### Signal wires by layer

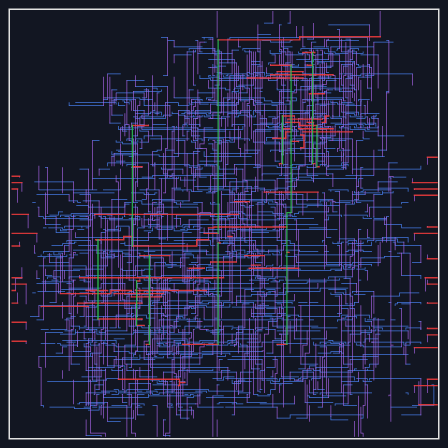
### Ports around the boundary

Pins as bars across the die edge, other pins in gray.
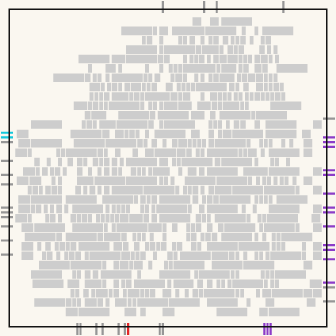
### Clock wiring as the flow saved it

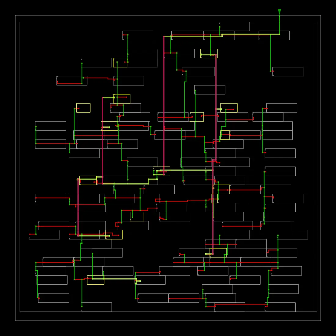
### Gate families picked out

Bar = 20 um.
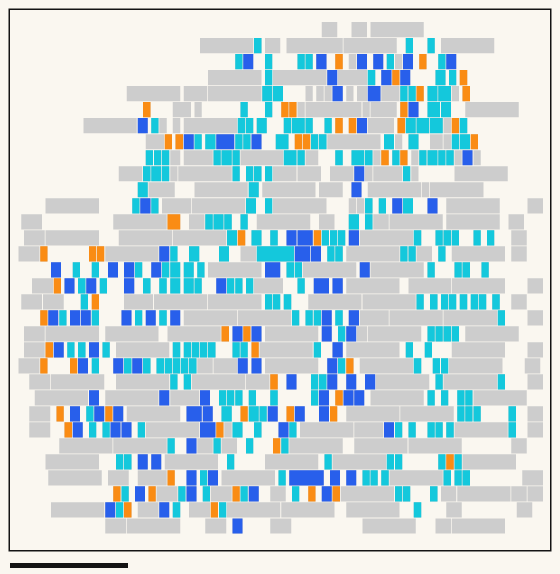
### Sequential cells colored by netlist name

Other sequential cells in the stronger gray, the rest of the logic in the fainter gray.
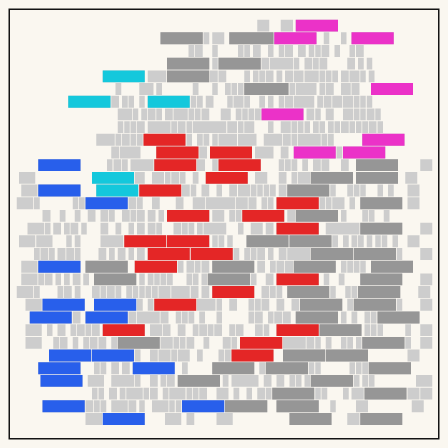
===== src/rtl/dac_setpoint_writer.sv =====
// Serial writer for a 24-bit SPI-style DAC frame {6'b0, pd, data}, MSB first, DIN updated while SCLK is high.
// Latency: launch decided in cycle N, SYNC_n low in N+1, done pulse 2+SYNC_SETUP+48*CLK_DIV+SYNC_GAP-1 cycles after N.
// Backpressure: none on wr_req; requests during a frame park in a one-deep last-write-wins slot, a force_zero edge overrides it.
module dac_setpoint_writer #(
  parameter int unsigned CLK_DIV    = 2,
  parameter int unsigned SYNC_SETUP = 2,
  parameter int unsigned SYNC_GAP   = 4
) (
  input  logic        clk,
  input  logic        rstn,
  input  logic        wr_req,
  input  logic [15:0] wr_data,
  input  logic [1:0]  wr_pd,
  input  logic        force_zero,
  output logic        wr_ack,
  output logic        busy,
  output logic        done,
  output logic [15:0] last_value,
  output logic        dac_sync_n,
  output logic        dac_sclk,
  output logic        dac_din
);

  typedef enum logic [2:0] {
    S_IDLE,
    S_SETUP,
    S_LOW,
    S_HIGH,
    S_HOLD,
    S_GAP
  } state_t;

  // Phase counters count down from (length-1); 8 bits covers the 1..255 parameter range.
  localparam logic [7:0] SETUP_LD = 8'(SYNC_SETUP - 1);
  localparam logic [7:0] DIV_LD   = 8'(CLK_DIV - 1);
  localparam logic [7:0] GAP_LD   = 8'(SYNC_GAP - 1);
  localparam logic [4:0] LAST_BIT = 5'd23;

  state_t      state_q, state_d;
  logic [7:0]  cnt_q, cnt_d;
  logic [4:0]  bit_q, bit_d;
  logic [23:0] sh_q, sh_d;
  logic [15:0] cur_q, cur_d;

  logic        fz_q, fz_d;
  logic        zero_pend_q, zero_pend_d;
  logic        pend_vld_q, pend_vld_d;
  logic [15:0] pend_data_q, pend_data_d;
  logic [1:0]  pend_pd_q, pend_pd_d;

  logic        wr_ack_q, wr_ack_d;
  logic        busy_q, busy_d;
  logic        done_q, done_d;
  logic [15:0] last_q, last_d;
  logic        sync_n_q, sync_n_d;
  logic        sclk_q, sclk_d;
  logic        din_q, din_d;

  logic        fz_edge;
  logic        zero_req;
  logic        launch;
  logic        launch_live;
  logic [15:0] launch_data;
  logic [1:0]  launch_pd;
  logic [23:0] launch_frame;

  // Source arbitration while idle: zero request, then parked request, then live request.
  always_comb begin
    fz_edge     = force_zero & ~fz_q;
    zero_req    = zero_pend_q | fz_edge;
    launch      = 1'b0;
    launch_live = 1'b0;
    launch_data = 16'h0000;
    launch_pd   = 2'b00;
    if (state_q == S_IDLE) begin
      if (zero_req) begin
        launch = 1'b1;
      end else if (pend_vld_q) begin
        launch      = 1'b1;
        launch_data = pend_data_q;
        launch_pd   = pend_pd_q;
      end else if (wr_req) begin
        launch      = 1'b1;
        launch_live = 1'b1;
        launch_data = wr_data;
        launch_pd   = wr_pd;
      end
    end
    launch_frame = {6'b000000, launch_pd, launch_data};
  end

  // Frame sequencer, pending-slot bookkeeping and next values of every registered output.
  always_comb begin
    state_d     = state_q;
    cnt_d       = cnt_q;
    bit_d       = bit_q;
    sh_d        = sh_q;
    cur_d       = cur_q;
    fz_d        = force_zero;
    zero_pend_d = zero_pend_q;
    pend_vld_d  = pend_vld_q;
    pend_data_d = pend_data_q;
    pend_pd_d   = pend_pd_q;
    wr_ack_d    = 1'b0;
    busy_d      = busy_q;
    done_d      = 1'b0;
    last_d      = last_q;
    sync_n_d    = sync_n_q;
    sclk_d      = sclk_q;
    din_d       = din_q;

    // A safety edge supersedes whatever data was parked.
    if (fz_edge) begin
      zero_pend_d = 1'b1;
      pend_vld_d  = 1'b0;
    end

    case (state_q)
      S_IDLE: begin
        if (launch) begin
          state_d  = S_SETUP;
          cnt_d    = SETUP_LD;
          bit_d    = 5'd0;
          sh_d     = launch_frame;
          cur_d    = launch_data;
          busy_d   = 1'b1;
          sync_n_d = 1'b0;
          sclk_d   = 1'b1;
          din_d    = launch_frame[23];
          wr_ack_d = launch_live;
          if (zero_req) begin
            zero_pend_d = 1'b0;
            pend_vld_d  = 1'b0;
          end else if (!launch_live) begin
            pend_vld_d = 1'b0;
          end
        end
      end
      S_SETUP: begin
        if (cnt_q == 8'd0) begin
          state_d = S_LOW;
          cnt_d   = DIV_LD;
          sclk_d  = 1'b0;
        end else begin
          cnt_d = cnt_q - 8'd1;
        end
      end
      S_LOW: begin
        if (cnt_q == 8'd0) begin
          cnt_d  = DIV_LD;
          sclk_d = 1'b1;
          if (bit_q == LAST_BIT) begin
            state_d = S_HOLD;
            din_d   = 1'b0;
          end else begin
            state_d = S_HIGH;
            bit_d   = bit_q + 5'd1;
            sh_d    = {sh_q[22:0], 1'b0};
            din_d   = sh_q[22];
          end
        end else begin
          cnt_d = cnt_q - 8'd1;
        end
      end
      S_HIGH: begin
        if (cnt_q == 8'd0) begin
          state_d = S_LOW;
          cnt_d   = DIV_LD;
          sclk_d  = 1'b0;
        end else begin
          cnt_d = cnt_q - 8'd1;
        end
      end
      S_HOLD: begin
        if (cnt_q == 8'd0) begin
          state_d  = S_GAP;
          cnt_d    = GAP_LD;
          sync_n_d = 1'b1;
        end else begin
          cnt_d = cnt_q - 8'd1;
        end
      end
      S_GAP: begin
        if (cnt_q == 8'd0) begin
          state_d = S_IDLE;
          busy_d  = 1'b0;
          done_d  = 1'b1;
          last_d  = cur_q;
        end else begin
          cnt_d = cnt_q - 8'd1;
        end
      end
      default: begin
        state_d  = S_IDLE;
        busy_d   = 1'b0;
        sync_n_d = 1'b1;
        sclk_d   = 1'b1;
        din_d    = 1'b0;
      end
    endcase

    // Any request not launched directly is parked and acked; a same-cycle safety edge drops it unacked.
    if (wr_req && !fz_edge && !launch_live) begin
      pend_vld_d  = 1'b1;
      pend_data_d = wr_data;
      pend_pd_d   = wr_pd;
      wr_ack_d    = 1'b1;
    end
  end

  // State and output registers; reset aborts any frame and empties both pending slots.
  always_ff @(posedge clk or negedge rstn) begin
    if (!rstn) begin
      state_q     <= S_IDLE;
      cnt_q       <= 8'd0;
      bit_q       <= 5'd0;
      sh_q        <= 24'h000000;
      cur_q       <= 16'h0000;
      fz_q        <= 1'b0;
      zero_pend_q <= 1'b0;
      pend_vld_q  <= 1'b0;
      pend_data_q <= 16'h0000;
      pend_pd_q   <= 2'b00;
      wr_ack_q    <= 1'b0;
      busy_q      <= 1'b0;
      done_q      <= 1'b0;
      last_q      <= 16'h0000;
      sync_n_q    <= 1'b1;
      sclk_q      <= 1'b1;
      din_q       <= 1'b0;
    end else begin
      state_q     <= state_d;
      cnt_q       <= cnt_d;
      bit_q       <= bit_d;
      sh_q        <= sh_d;
      cur_q       <= cur_d;
      fz_q        <= fz_d;
      zero_pend_q <= zero_pend_d;
      pend_vld_q  <= pend_vld_d;
      pend_data_q <= pend_data_d;
      pend_pd_q   <= pend_pd_d;
      wr_ack_q    <= wr_ack_d;
      busy_q      <= busy_d;
      done_q      <= done_d;
      last_q      <= last_d;
      sync_n_q    <= sync_n_d;
      sclk_q      <= sclk_d;
      din_q       <= din_d;
    end
  end

  assign wr_ack     = wr_ack_q;
  assign busy       = busy_q;
  assign done       = done_q;
  assign last_value = last_q;
  assign dac_sync_n = sync_n_q;
  assign dac_sclk   = sclk_q;
  assign dac_din    = din_q;

endmodule


===== config.mk =====
export PLATFORM = sky130hd
export DESIGN_NAME = dac_setpoint_writer
export DESIGN_NICKNAME = d
export VERILOG_FILES = /design/src/rtl/dac_setpoint_writer.sv
export SDC_FILE = /design/constraint.sdc
export NUM_CORES = 1
export LEC_CHECK = 0
export ABC_AREA = 1
export CAP_MARGIN = 20
export CORE_MARGIN = 1
export CORE_UTILIZATION = 57
export CTS_CLUSTER_SIZE = 20
export DETAILED_ROUTE_END_ITERATION = 12
export PLACE_DENSITY = 0.89
export SETUP_SLACK_MARGIN = 0.05
export SYNTH_ARGS = -nofsm -noshare
export SYNTH_HDL_FRONTEND = slang
export SYNTH_SLANG_ARGS = --single-unit

===== constraint.sdc =====
create_clock -name clk -period 2.4 [get_ports clk]
set_input_delay 0.24 -clock clk [delete_from_list [all_inputs] [get_ports clk]]
set_output_delay 0.24 -clock clk [all_outputs]
set_load 0.1 [all_outputs]

==> summary.txt <==
yosys + openroad results -> internal power 0.003200 W, switching pwr 0.002581 W, crit path DRT roughly 2.7 ns, Synth cell types 29, r2r startpoint cnt_q[0], nets about 630, pin count of the biggest net entering global routing around 56, buffers outside the clock class between 50 and 60, tap cell count 102, Final non-clock buffer share under 10%, Area leader share around 52%, Pre-Repair DR Iteration Count 5, Post-CTS Resized 0, Fin. Hold Viols 0, Root Driver clkbuf_8, P_comb 0.00240 W, antenna-violating nets left 0, Worst-Skew Late Latency between 0.3 and 0.4 ns, Sw Ratio about 45%, Setup Buffers After CTS 0, Avg WL per Cell about 13 um, Synth Net Count ~590, syn_area_per_cell between 8 and 9 um2, status finished, final reports clean, dominant kind of cell by area flip-flops and latches, Syn-to-layout area delta 14.12%, Power Density roughly 1100 mW/mm2, aoi share 11.69%, FP Core Util between 50 and 60%, CTS Buffer Depth 2, crit path max fanout 22, Post-DP HPWL around 6700 um, DRC Markers 0, Flop pwr share 40.2%, vias per cell roughly 5.4, reg-to-reg endpoint sh_q[17], TritonCTS buffer count 9, htree depth 3, ys async rst share 100.0%, Setup violations, final 0, Commonest flop dfrtp_1, most frequent cells in the layout 209 x nand2_1, 96 x dfrtp_1, 50 x o21ai_0, Synth Area in XOR/XNOR less than 1%, simple share 25.97%, Final Max-Slew Violation Tally 0, VDD IR-drop max about 0.48 mV, crit end category flip-flop, area figure in the yosys stat output 0.004591 mm2, Via Count 3861, MI comb area between 0.0015 and 0.002 mm2, register area share after synthesis 53.48%, P_leak 2.685 nW, first-pass GRT wire length approximately 16000 um, share of cells above drive strength 1 ~11%, Synth top cells by count 209 x nand2_1, 96 x dfrtp_1, 50 x o21ai_0, register-to-register setup slack between 0.3 and 0.4 ns, Synth mux share 0%, Rel. slew slack around 63%, Chip Width around 90 um, Clock transition at path regs roughly 0.10 ns, clock share of power a little under a fifth, Non-clk invs around 56, Tool Warnings 27, Largest Pwr Group combinational logic, Port-buffer cells approximately 43, Clock buf/inv share between 3 and 4%, Design Power a little under 0.006 W, IO Pins ~44, yosys adder share less than 1%, post-layout period usage 84.62%, hold bufs inserted after CTS 1, mapped cell area approximately 0.0046 mm2, Flop area roughly 0.0025 mm2, hold crit path type input port to asynchronous set/reset pin, post-route setup TNS 0 ns, Top cell excl fill/tap nand2_1, row count 32, drt total wl 9534 um, die height 91.74 um, clock sinks between 90 and 100, Yosys top cell by instances nand2_1, proportion of cell area occupied by registers approximately 47%, Worst-Margin Slew between 0.5 and 0.6 ns, Yosys top cell by area dfrtp_1, R2R depth 11
Back to the opening pictures, 'Signal wires by layer':
| layer | color | wire length |
|---|---|---|
| metal 4 | green | 238 um |
| metal 2 | purple | 4340 um |
| metal 1 | blue | 4470 um |
| metal 3 | red | 486 um |

Back to the opening pictures, 'Ports around the boundary':
| port | color | pins | direction | edge |
|---|---|---|---|---|
| last_value | purple | 16 | output | 13 right, 3 bottom |
| wr_req | red | 1 | input | bottom |
| wr_pd | cyan | 2 | input | left |

Back to the opening pictures, 'Clock wiring as the flow saved it':
clock buffer count: 10
total clock network power: 0.00105 W

Back to the opening pictures, 'Gate families picked out':
| family | color | cells | most used |
|---|---|---|---|
| inverting AOI/OAI gates | blue | 101 | o21ai_0 |
| inverters | orange | 56 | inv_1 |
| NAND gates | cyan | 249 | nand2_1 |

Back to the opening pictures, 'Sequential cells colored by netlist name':
| netlist name | color | flops |
|---|---|---|
| pend_data_q | blue | 16 |
| sh_q | red | 23 |
| cnt_q | magenta | 8 |
| bit_q | cyan | 5 |

-- sequential cells by signal, summed over array words and instances (netlist names), 2 cells and up --
signal,cells
bit_q,5
last_value,16
sh_q,23
cnt_q,8
state_q,3
pend_data_q,16
pend_pd_q,2
cur_q,16
-- per-layer routing --
metal  vias to the layer above  global-route usage (%)  part of all wire [%]
li1                       1882                       -                     -
met1                      1830                   34.21                    47
met2                       123                   38.03                    46
met3                        26                   3.814                   5.1
met4                         0                   10.42                   2.5
met5                         -                       0                     0
-- per-stage QoR --
step / utilization, % / instances / instance area, um2 / setup slack [ns] / hold WS (ns)
after CTS: 67.45 / 715 / 5239 / 0.4032 / 0.4048
final: 67.45 / 715 / 5239 / 0.3690 / 0.3874
after detailed placement: 64.80 / 698 / 5034 / 0.3595 / 0.2633
after global placement: 64.80 / 698 / 5034 / 0.4143 / 0.2638
after global routing: 67.45 / 715 / 5239 / 0.1936 / 0.4097
after floorplan: - / 567 / 4591 / 0.7270 / -0.05559
-- worst max path at each step --
| stage | start | endpoint | slack [ns] | depth (start not counted) |
|---|---|---|---|---|
| 5_1_grt | cnt_q[0] | sh_q[18] | 0.19 | 11 |
| 3_5_place_dp | force_zero | sh_q[12] | 0.36 | 8 |
| 2_1_floorplan | cnt_q[0] | sh_q[17] | 0.73 | 12 |
| 4_1_cts | cnt_q[0] | sh_q[16] | 0.40 | 11 |
| 3_3_place_gp | force_zero | cur_q[7] | 0.41 | 7 |
| 6_report | cnt_q[0] | sh_q[17] | 0.37 | 11 |
-- worst max-delay path, stage by stage (launching register included) --
cell	delay, ns
dfrtp_1	0.38
inv_1	0.15
ha_1	0.20
nand2_1	0.06
nor2_1	0.15
nand2_2	0.15
nand2_1	0.12
nand2_2	0.09
nor2_8	0.19
buf_4	0.28
nand3_1	0.10
nand3_1	0.10
Power figures rest on the tool's default switching activity, not on a simulated workload.
